### src/rtl/csnn_seq_ctrl.sv
// Top-level sequencer for the CSNN pipeline. It drives the shared system_state bus,
// paces timesteps, clears potentials at inference start and hands off to the UART.
module csnn_seq_ctrl #(
    parameter int unsigned T_STEPS     = 16,
    parameter int unsigned STEP_CYCLES = 4,
    parameter int unsigned HOLD_CYCLES = 8
) (
    input  logic                         clk,
    input  logic                         rst,
    input  logic                         start,
    input  logic                         abort,
    input  logic                         frame_valid,
    input  logic                         uart_busy,
    input  logic                         uart_done,
    output logic [1:0]                   system_state,
    output logic                         clear_pot,
    output logic                         step_en,
    output logic [$clog2(T_STEPS+1)-1:0] step_idx,
    output logic                         uart_start,
    output logic                         done
);

    localparam int unsigned IW = $clog2(T_STEPS + 1);
    localparam int unsigned CW = $clog2(STEP_CYCLES + 1);
    localparam int unsigned HW = $clog2(HOLD_CYCLES + 1);
    localparam logic [IW-1:0] LAST_STEP = IW'(T_STEPS - 1);
    localparam logic [CW-1:0] LAST_CYC  = CW'(STEP_CYCLES - 1);
    localparam logic [HW-1:0] LAST_HOLD = HW'(HOLD_CYCLES - 1);

    typedef enum logic [1:0] {
        IDLE     = 2'b00,
        SAMPLE   = 2'b01,
        UART     = 2'b11,
        COMPLETE = 2'b10
    } state_t;

    state_t        state_q, state_d;
    logic [CW-1:0] cyc_q, cyc_d;
    logic [HW-1:0] hold_q, hold_d;
    logic          launched_q, launched_d;
    logic          clear_pot_d, step_en_d, uart_start_d, done_d;
    logic [IW-1:0] step_idx_d;

    assign system_state = state_q;

    always_ff @(posedge clk or posedge rst) begin
        if (rst) begin
            state_q    <= IDLE;
            cyc_q      <= '0;
            hold_q     <= '0;
            launched_q <= 1'b0;
            clear_pot  <= 1'b0;
            step_en    <= 1'b0;
            step_idx   <= '0;
            uart_start <= 1'b0;
            done       <= 1'b0;
        end else begin
            state_q    <= state_d;
            cyc_q      <= cyc_d;
            hold_q     <= hold_d;
            launched_q <= launched_d;
            clear_pot  <= clear_pot_d;
            step_en    <= step_en_d;
            step_idx   <= step_idx_d;
            uart_start <= uart_start_d;
            done       <= done_d;
        end
    end

    always_comb begin
        state_d      = state_q;
        cyc_d        = cyc_q;
        hold_d       = hold_q;
        launched_d   = launched_q;
        step_idx_d   = step_idx;
        clear_pot_d  = 1'b0;
        step_en_d    = 1'b0;
        uart_start_d = 1'b0;
        done_d       = 1'b0;

        if (abort) begin
            state_d    = IDLE;
            cyc_d      = '0;
            hold_d     = '0;
            launched_d = 1'b0;
        end else begin
            unique case (state_q)
                IDLE: begin
                    if (start) begin
                        state_d     = SAMPLE;
                        clear_pot_d = 1'b1;
                        step_idx_d  = '0;
                        cyc_d       = '0;
                    end
                end
                SAMPLE: begin
                    if (frame_valid) begin
                        if (cyc_q == LAST_CYC) begin
                            cyc_d      = '0;
                            step_en_d  = 1'b1;
                            step_idx_d = step_idx + 1'b1;
                            if (step_idx == LAST_STEP) state_d = UART;
                        end else begin
                            cyc_d = cyc_q + 1'b1;
                        end
                    end
                end
                UART: begin
                    // uart_done is only trusted once the launch pulse has already been seen
                    if (!launched_q && !uart_busy) begin
                        uart_start_d = 1'b1;
                        launched_d   = 1'b1;
                    end else if (launched_q && !uart_start && uart_done) begin
                        state_d    = COMPLETE;
                        launched_d = 1'b0;
                        done_d     = 1'b1;
                        hold_d     = '0;
                    end
                end
                COMPLETE: begin
                    if (hold_q == LAST_HOLD) begin
                        state_d = IDLE;
                        hold_d  = '0;
                    end else begin
                        hold_d = hold_q + 1'b1;
                    end
                end
                default: state_d = IDLE;
            endcase
        end
    end

endmodule

### config.mk
export PLATFORM = sky130hd
export DESIGN_NAME = csnn_seq_ctrl
export DESIGN_NICKNAME = d
export VERILOG_FILES = /design/src/rtl/csnn_seq_ctrl.sv
export SDC_FILE = /design/constraint.sdc
export NUM_CORES = 1
export LEC_CHECK = 0
export CORE_UTILIZATION = 60
export DETAILED_ROUTE_END_ITERATION = 7
export DONT_BUFFER_PORTS = 1
export PLACE_DENSITY = 0.73
export SLEW_MARGIN = 20
export SYNTH_ARGS = -nofsm -noshare
export SYNTH_HDL_FRONTEND = slang
export SYNTH_SLANG_ARGS = --single-unit
export TNS_END_PERCENT = 10
### constraint.sdc
create_clock -name clk -period 1.5 [get_ports clk]
set_input_delay 0.225 -clock clk [delete_from_list [all_inputs] [get_ports clk]]
set_output_delay 0.225 -clock clk [all_outputs]
set_load 0.005 [all_outputs]
### Sizing map, run 1

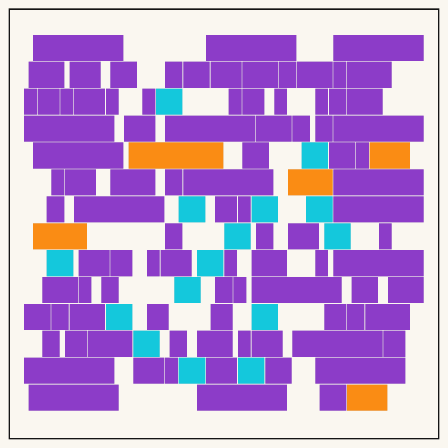
| colour | size | cells |
|---|---|---|
| orange | x2 | 5 |
| purple | x1 and smaller | 94 |
| cyan | x3 and x4 | 15 |
Area Overhead vs Synth: 14.3%
cell area after layout: 1170 sq um
final setup margin: 0.0317 ns
Non-CTS buffers: 15

### Layout detail, run 1

Window x 22 to 42, y 22 to 42 um. Cells in grey, sequential cells in the stronger grey; small squares are vias.
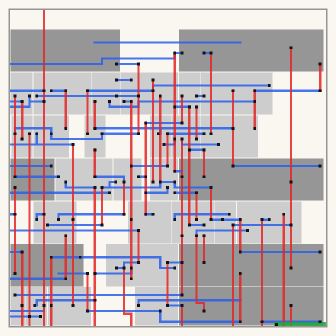
| colour | layer |
|---|---|
| red | M2 |
| green | M3 |
| blue | M1 |
netlist names of flops here include: `hold_q` (4)
cells with their middle in the window: 29
most frequent: dfrtp_1 (6)
sequential cells in the window: 6

==> qor.yml, run 1 <==
synthesis.area_sq_um: 1020
status: "finished, final reports clean"
fin_worst_skew_ns: 0.00403
crit_path_max_fanout: 6
rr_worst_depth: 5
numCtsBuffers: 3
vias: 836
postSynthAreaPerCell_sq_um: 10.2
place_congestion: 0.820
dp.cells: 121
synth_stat.cells: 100
finalNetCount: 126
place_ws_ns: 0.0457
ys_async_sr_fraction_pct: 100
drv_slew: 0
syn_inst: 100
ant_nets: 0
antenna_found_initial: 0
cts_root_buf: "clkbuf_4"
warning_count: 28
fmax_mhz: 681
cts_tree: "yes"
fillers: 117
finalClockPeriodUsage_pct: 97.9
insertion_delay_ns: 0.29
ys_seq_share_pct: 46.5
cp_data_required_time_ns: 1.69
worst_hold_startpoint: "abort"
ys_types: 39
routed_via_density: 6.43
h-tree-depth: 1
row_count: 14
fin_crit_ns: 1.47
drt_iter0_drc: 19
layout_top_cell: "dfrtp_1"
hpwl_mm: 1.48
slew_headroom_pct: 66.4
grt.overflow.total: 0
first_pass_iters: 4
die.size.y_um: 43.3
ys.flops: 19
io_buffer_count: 0
reg2reg_from: "cyc_q[0]$_DFFE_PP0P_"
path_clk_slew_ns: 0.10
### I/O pins on the die edge, run 1

Scale bar: 10 um. Pins as bars across the die edge, other pins in grey.
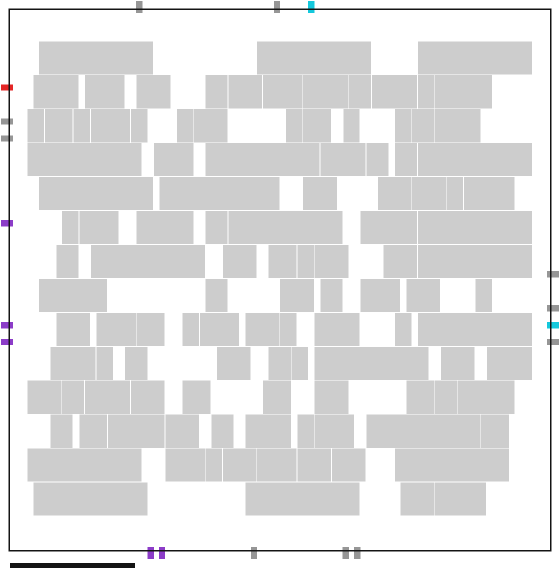
| colour | port | pins | direction | edge |
|---|---|---|---|---|
| purple | `step_idx` | 5 | output | 3 west, 2 south |
| red | `clk` | 1 | input | west |
| cyan | `system_state` | 2 | output | 1 north, 1 east |

### Cell density map, run 1

9 x 9 tiles, from white (low) to dark blue (high), 0 to 100% covered.
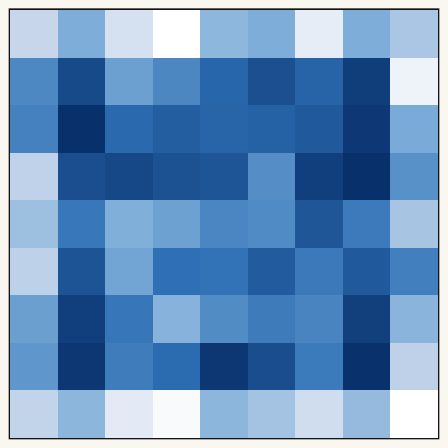
tiles over 75% full: 36%
mean over tiles: 61%
fullest tile: 100%
nearly empty tiles: 2.5%

-- run 1: cell usage after synthesis, types with 3 or more instances --
master   count  area share (%)
ha_1         4             4.9
o21ai_0      5             2.4
nor2_1       8             2.9
inv_1        5             1.8
dfrtp_1     19              47
nand3_1      6             2.9
mux2i_1      3             2.9
and3_1       3             1.8
nand2_1      5             1.8
buf_2        4             2.0
-- run 1: worst max path at each step --
stage,startpoint,to,cells past startpoint
after floorplan,system_state[0]$_DFFE_PP0P_,cyc_q[0]$_DFFE_PP0P_,4
after global placement,system_state[0]$_DFFE_PP0P_,cyc_q[1]$_DFFE_PP0P_,4
after detailed placement,cyc_q[0]$_DFFE_PP0P_,step_idx[4]$_DFFE_PP0P_,4
after CTS,system_state[0]$_DFFE_PP0P_,cyc_q[1]$_DFFE_PP0P_,3
after global routing,cyc_q[0]$_DFFE_PP0P_,step_idx[4]$_DFFE_PP0P_,4
final,cyc_q[0]$_DFFE_PP0P_,step_idx[3]$_DFFE_PP0P_,5
-- run 1: kinds of logic (layout without fill, tap and decap cells) --
logic type | after synthesis | after routing | synth area share [%]
adders and majority gates | 4 | 4 | 4.90
and+or+nand+nor | 41 | 41 | 24.1
muxes | 5 | 5 | 5.14
buffers and inverters | 10 | 24 | 4.53
AOI/OAI and AO/OA | 21 | 21 | 14.8
DFF | 19 | 19 | 46.5
-- run 1: worst max-delay path, stage by stage (launching register included) --
cell and delay, ns:
dfrtp_1 0.41, ha_1 0.24, nand3b_1 0.23, buf_4 0.16
nor2_1 0.03, a221o_1 0.29
-- run 1: cell type report --
type	count	area [sq um]	area share, %
multi-input combinational	71	507	43.4
timing repair buffer	15	120	10.3
sequential	19	477	40.8
tap	16	20.0	1.71
inverter	5	18.8	1.61
clock buffer	4	26.3	2.25
-- run 1: registers in the layout (all words and copies together), names as in the netlist --
| signal | flops |
|---|---|
| system_state | 2 |
| done | 1 |
| hold_q | 4 |
| launched_q | 1 |
| uart_start | 1 |
| step_idx | 5 |
| step_en | 1 |
| clear_pot | 1 |
| cyc_q | 3 |
-- run 1: layer usage --
layer / part of all wire (%) / GRT usage (%)
met3: 4.9 / 5.96
met4: 1.2 / 10.3
met1: 49 / 36.3
met5: 0 / 0
met2: 45 / 36.1
-- run 1: power by group --
group | internal (mW) | switching [mW] | total (mW) | leakage, nW
clock | 0.104 | 0.150 | 0.254 | 0.0150
sequential | 0.542 | 0.0364 | 0.579 | 0.259
combinational | 0.0771 | 0.0735 | 0.151 | 0.282
total | 0.723 | 0.260 | 0.983 | 0.556
-- run 1: repair_timing --
item | 4_1_cts | 5_1_grt
endpoints found under the hold margin | 14 | 0
endpoints found under the setup margin | 0 | 5
hold buffers | 3 | 0
resized | 0 | 3
buffers inserted | 0 | 2
==> run 2: changes to the inputs <==
--- a/config.mk
+++ b/config.mk
@@ -5,10 +5,11 @@
 export SDC_FILE = /design/constraint.sdc
 export NUM_CORES = 1
 export LEC_CHECK = 0
-export CORE_UTILIZATION = 60
+export CORE_UTILIZATION = 64
+export CTS_BUF_LIST = sky130_fd_sc_hd__clkbuf_8
 export DETAILED_ROUTE_END_ITERATION = 7
 export DONT_BUFFER_PORTS = 1
-export PLACE_DENSITY = 0.73
+export PLACE_DENSITY = 0.77
 export SLEW_MARGIN = 20
 export SYNTH_ARGS = -nofsm -noshare
 export SYNTH_HDL_FRONTEND = slang
==> run 2 against run 1 <==
Compared with the run above: setup slack better by 0.044 ns; non-clock buffer count is 3 lower; via count is 1.7% lower; global-route usage is 2.2 points higher; die size is 6.0% lower.
==> qor.yml, run 2 <==
status: "finished, final reports clean"
drv_slew: 0
yosysTopAreaCell: "dfrtp_1"
pwr-share-clk_pct: 32.6
synth_stat.cells: 100
combPwrFrac_pct: 14.0
fin_worst_skew_ns: 0.000833
die.size.y_um: 42.0
aoi_share_pct: 14.8
largestRegisters: "step_idx (5), hold_q (4), cyc_q (3)"
synth_top_area_share_pct: 46.5
finalClockPeriodUsage_pct: 95.0
finalNetCount: 123
ys_types: 39
ys.flops: 19
path_clk_slew_ns: 0.07
synth.most_common_cell: "dfrtp_1"
crit_path_max_fanout: 6
routed_via_density: 6.47
cts_root_buf: "clkbuf_8"
synth-simple-area-share_pct: 24.1
layout_top_cell: "dfrtp_1"
fmax_mhz: 702
p_sw_mw: 0.277
row_count: 14
hpwl_mm: 1.49
ant_nets: 0
place_congestion: 0.850
holdWs_ns: 0.0289
ys_sh_mux_pct: 5.14
drt_iter0_drc: 20
postSynthAreaPerCell_sq_um: 10.2
top_register: "step_idx"
dp.cells: 121
switching_share_pct: 25.7
common_cells: "dfrtp_1, nor2_1, nand3_1"
cts_tree: "yes"
synthTopLogicFamily: "simple AND/OR/NAND/NOR gates"
intPower_mw: 0.800
xor_area_share_pct: 0
slew_headroom_pct: 66.0
cp_data_required_time_ns: 1.64
numCtsBuffers: 3
syn_inst: 100
insertion_delay_ns: 0.25
seq_power_share_pct: 53.4
ys_top_cells_by_area: "dfrtp_1, ha_1, mux2i_1"
h-tree-depth: 1
ys_seq_share_pct: 46.5
warning_count: 27
area_growth_pct: 14.7
==> run 2: cell types whose count changed in the layout (fill, tap and decap cells not counted) <==
cell           before  now
clkbuf_8            0    3
o21ai_1             0    1
ha_4                0    1
dfrtp_1            18   19
dlygate4sd3_1       3    1
ha_1                4    3
clkbuf_4            3    0
o21ai_0             5    4
clkinv_2            0    1
buf_4              12   11
clkbuf_1            1    0
dfrtp_2             1    0
==> run 2: path summary, 6_finish.rpt <==
kind	from	to	slack, ns	cells past startpoint
min reg2reg	launched_q$_DFFE_PP0P_	uart_start$_DFF_PP0_	0.49	1
max in group asynchronous	rst	step_idx[3]$_DFFE_PP0P_	0.62	3
max reg2reg	cyc_q[0]$_DFFE_PP0P_	step_idx[3]$_DFFE_PP0P_	0.08	4
max	cyc_q[0]$_DFFE_PP0P_	step_idx[3]$_DFFE_PP0P_	0.08	4
min in group asynchronous	rst	hold_q[0]$_DFFE_PP0P_	0.39	2
min	abort	system_state[1]$_DFFE_PP0P_	0.03	1
==> run 2: power by group through the flow <==
stage	registers [mW]	clock network, mW	logic, mW
finish	0.575	0.351	0.151
global route	0.579	0.382	0.169
CTS	0.574	0.359	0.147
detailed placement	0.583	0	0.143
global placement	0.581	0	0.140
floorplan	0.584	0	0.0910
==> run 2: layout make-up <==
type | count | area, sq um
fillers | 106 | 334
clock buffers | 3 | 41.3
multi-input cells | 71 | 519
flip-flops and latches | 19 | 475
repair buffers | 12 | 92.6
clock inverters | 1 | 5.00
inverters | 5 | 18.8
well taps | 16 | 20.0
==> run 2: repair_timing <==
action,4_1_cts,5_1_grt
gates resized,1,4
hold buffers,1,0
endpoints found under the hold margin,10,0
pin swaps,0,4
setup endpoints to repair,1,3
setup buffers,0,1
==> run 2: cell families after synthesis <==
logic type / count (synthesis)
flip-flops: 19
AND/OR/NAND/NOR: 41
buffers and inverters: 10
AND-OR/OR-AND: 21
multiplexers: 5
adder cells (fa/ha/maj): 4
==> run 2: critical path, stage by stage (launching register included) <==
cell and delay (ns):
dfrtp_1 0.41, ha_4 0.16, nand3b_1 0.20, o211a_1 0.27, a221o_1 0.26
==> run 2: per-layer routing <==
layer	wire (um)	GRT usage (%)	part of all wire, %
met1	913	34.8	44
met5	0	0	0
met4	42	20.0	2.0
met3	161	10.0	7.7
met2	966	37.8	46
==> run 2: stage by stage <==
stage,power (mW),util (%),cell area [sq um]
floorplan,0.675,-,1020
global placement,0.722,72.3,1090
detailed placement,0.727,72.3,1090
CTS,1.08,76.2,1150
global route,1.13,77.8,1170
finish,1.08,77.8,1170
### Cell outlines without signal wires, run 2

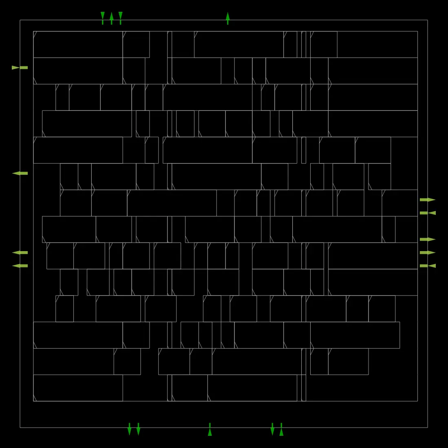
core footprint: 1510 sq um
sequential cell area share: 40.6%

### I/O pins on the die edge, run 2

Scale bar: 10 um. Pins as bars across the die edge, other pins in grey.
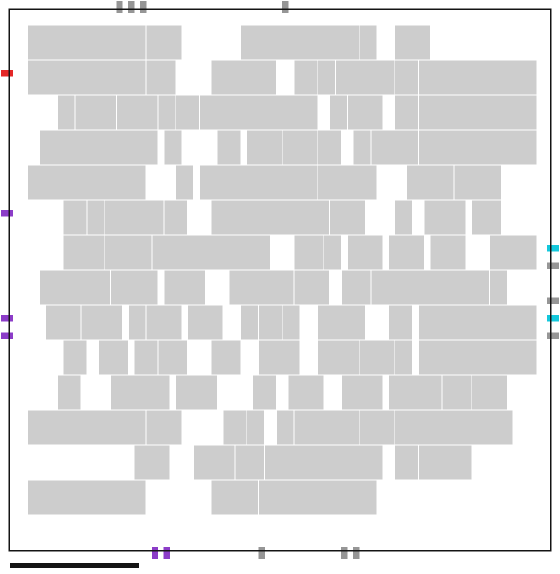
| colour | port | pins | direction | edge |
|---|---|---|---|---|
| cyan | `system_state` | 2 | output | east |
| purple | `step_idx` | 5 | output | 3 west, 2 south |
| red | `clk` | 1 | input | west |
all pins by edge: 5 east, 5 south, 4 west, 4 north

==> run 3: changes to the inputs <==
--- a/config.mk
+++ b/config.mk
@@ -5,6 +5,7 @@
 export SDC_FILE = /design/constraint.sdc
 export NUM_CORES = 1
 export LEC_CHECK = 0
+export ABC_CLOCK_PERIOD_IN_PS = 1500
 export CORE_UTILIZATION = 64
 export CTS_BUF_LIST = sky130_fd_sc_hd__clkbuf_8
 export DETAILED_ROUTE_END_ITERATION = 7
==> run 3 against run 2 <==
Compared with the run above: area after synthesis unchanged; final cell count unchanged; non-clock buffer count did not move; worst hold slack stayed put; largest cell class unchanged; clock power hardly changed; critical endpoint unchanged; clock skew did not move; sequential share of layout area is the same.
==> qor.yml, run 3 <==
path_clk_slew_ns: 0.07
chipArea_sq_um: 1760
post_drt_wl_per_cell_um: 16.4
synth-edff-count: 0
pin_count: 18
ys.flops: 19
grt.overflow.total: 0
crit_path_end_kind: "flip-flop"
largest_reg_flops: 5
synthesis.area_sq_um: 1020
crit_path_max_fanout: 6
cp_data_required_time_ns: 1.64
routed_via_density: 6.47
postPlaceCellArea_sq_um: 1090
io_buffer_count: 0
layout_top_cell: "dfrtp_1"
fmax_mhz: 702
vdd.ir_drop.worst_mv: 0.695
ys_async_sr_fraction_pct: 100
cts_tree: "yes"
report.final.hold_viol_count: 0
synth_top_area_share_pct: 46.5
top_register: "step_idx"
initial_utilization_pct: 67.9
insertion_delay_ns: 0.25
ys_types: 39
synth.most_common_cell: "dfrtp_1"
antenna_cells: 0
hpwl_mm: 1.49
hold_path.class: "in -> reg"
p_leak_nw: 0.554
power_mw: 1.08
common_cells: "dfrtp_1, nor2_1, nand3_1"
h-tree-depth: 1
cts_sinks: 19
top_layer_used: "met4"
finalClockPeriodUsage_pct: 95.0
drv_slew: 0
core-area_sq_um: 1510
grt_max_degree: 17
antenna_found_initial: 0
die.size.y_um: 42.0
p_per_area_nw_per_um2: 919
numCtsBuffers: 3
synth_stat.cells: 100
drive_gt1_share_pct: 18.0
wl_met2_um: 966
grt_pass1_wl_mm: 3.51
synthFlopType: "dfrtp_1"
postSynthAreaPerCell_sq_um: 10.2
worst-setup-path-type: "reg -> reg"
ant_nets: 0
final_cell_mix: "dfrtp_1, buf_4, nor2_1, nand3_1"
vias: 822
fin_worst_skew_ns: 0.000833
ys_area_sq_um: 1020
area_growth_pct: 14.7
wl_met1_um: 913
final_core_util_pct: 77.8
yosysTopAreaCell: "dfrtp_1"
slew_headroom_pct: 66.0
fin_crit_ns: 1.42
warning_count: 27
cp-start-kind: "flip-flop"
drt_iter0_drc: 20
grtUsageTotal_pct: 27.3
status: "finished, final reports clean"
ys_top_cells_by_area: "dfrtp_1, ha_1, mux2i_1"
die_w_um: 42.0
postLayoutCellArea_sq_um: 1170
largestRegisters: "step_idx (5), hold_q (4), cyc_q (3)"
arrival_ns: 1.56
syn_inst: 100
ys_seq_share_pct: 46.5
rsz0062_at_grt: "yes"
first_pass_iters: 4
place_congestion: 0.850
cts_root_buf: "clkbuf_8"
finalNetCount: 123
grt_pass1_vias: 821
worst_pin_slew_ns: 0.505
wl_met3_um: 161
setup_viol: 0
[run 3: cell counts after synthesis]
No cell type changed its count.
[run 3: layout make-up]
class / count / area, sq um / share of cell area (%)
Multi-Input combinational cell: 71 / 519 / 44.3
Sequential cell: 19 / 475 / 40.6
Timing Repair Buffer: 12 / 92.6 / 7.90
Clock buffer: 3 / 41.3 / 3.52
Tap cell: 16 / 20.0 / 1.71
Inverter: 5 / 18.8 / 1.60
Clock inverter: 1 / 5.00 / 0.427
[run 3: worst paths after layout]
path | slack [ns] | from | endpoint | cells after the start
max | 0.08 | cyc_q[0]$_DFFE_PP0P_ | step_idx[3]$_DFFE_PP0P_ | 4
min | 0.03 | abort | system_state[1]$_DFFE_PP0P_ | 1
max reg2reg | 0.08 | cyc_q[0]$_DFFE_PP0P_ | step_idx[3]$_DFFE_PP0P_ | 4
min reg2reg | 0.49 | launched_q$_DFFE_PP0P_ | uart_start$_DFF_PP0_ | 1
max in group asynchronous | 0.62 | rst | step_idx[3]$_DFFE_PP0P_ | 3
min in group asynchronous | 0.39 | rst | hold_q[0]$_DFFE_PP0P_ | 2
[run 3: metrics by stage]
stage | setup slack (ns) | std cells | hold slack (ns) | TNS [ns]
finish | 0.0753 | 127 | 0.0289 | 0
global route | -0.00199 | 127 | 0.0140 | -0.00199
CTS | 0.00966 | 126 | 0.0221 | 0
detailed placement | 0.0160 | 121 | 0.117 | 0
global placement | 0.102 | 121 | 0.120 | 0
floorplan | 0.120 | 100 | 0.176 | 0
[run 3: what timing repair did]
item,CTS,global route
hold buffers,1,0
setup buffers,0,1
resized,1,4
pin swaps,0,4
endpoints found under the hold margin,10,0
endpoints found under the setup margin,1,3
[run 3: routing by layer]
metal | track usage [%] | vias up
met4 | 20.0 | 0
met2 | 37.8 | 31
met3 | 10.0 | 4
li1 | - | 394
met1 | 34.8 | 393
met5 | 0 | -
[run 3: power breakdown]
group	leakage, nW	internal [mW]	switching (mW)
clock	0.0255	0.184	0.167
sequential	0.260	0.542	0.0331
combinational	0.268	0.0736	0.0773
[run 3: kinds of logic (layout without fill, tap and decap cells)]
group	after synthesis	after routing	synth area share, %
flops	19	19	46.5
compound gates	21	21	14.8
mux	5	5	5.14
simple gates	41	41	24.1
fa+ha+maj	4	4	4.90
buf+inv	10	21	4.53
[run 3: worst max-delay path, cell delays in order (launching register included)]
cell and delay, ns:
dfrtp_1 0.41, ha_4 0.16, nand3b_1 0.20, o211a_1 0.27, a221o_1 0.26
### Cell outlines without signal wires, run 3

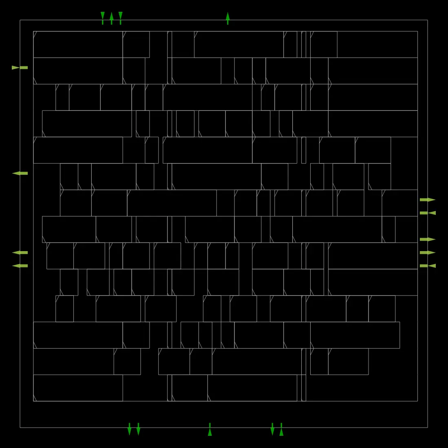
fillers: 106
site row count: 14

### Cell density map, run 3

8 x 8 tiles, from white (low) to dark blue (high), 0 to 100% covered.
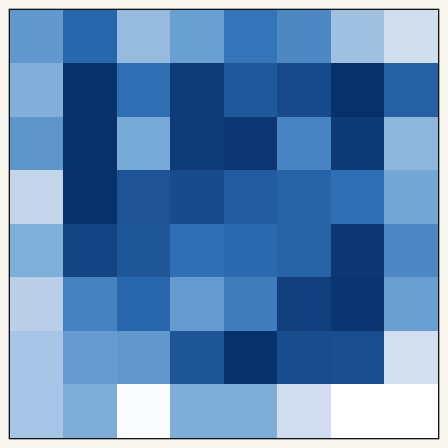
fullest tile: 100%
tiles over 75% full: 45%
mean over tiles: 65%
nearly empty tiles: 4.7%

Power is estimated from default activity; no workload was simulated.
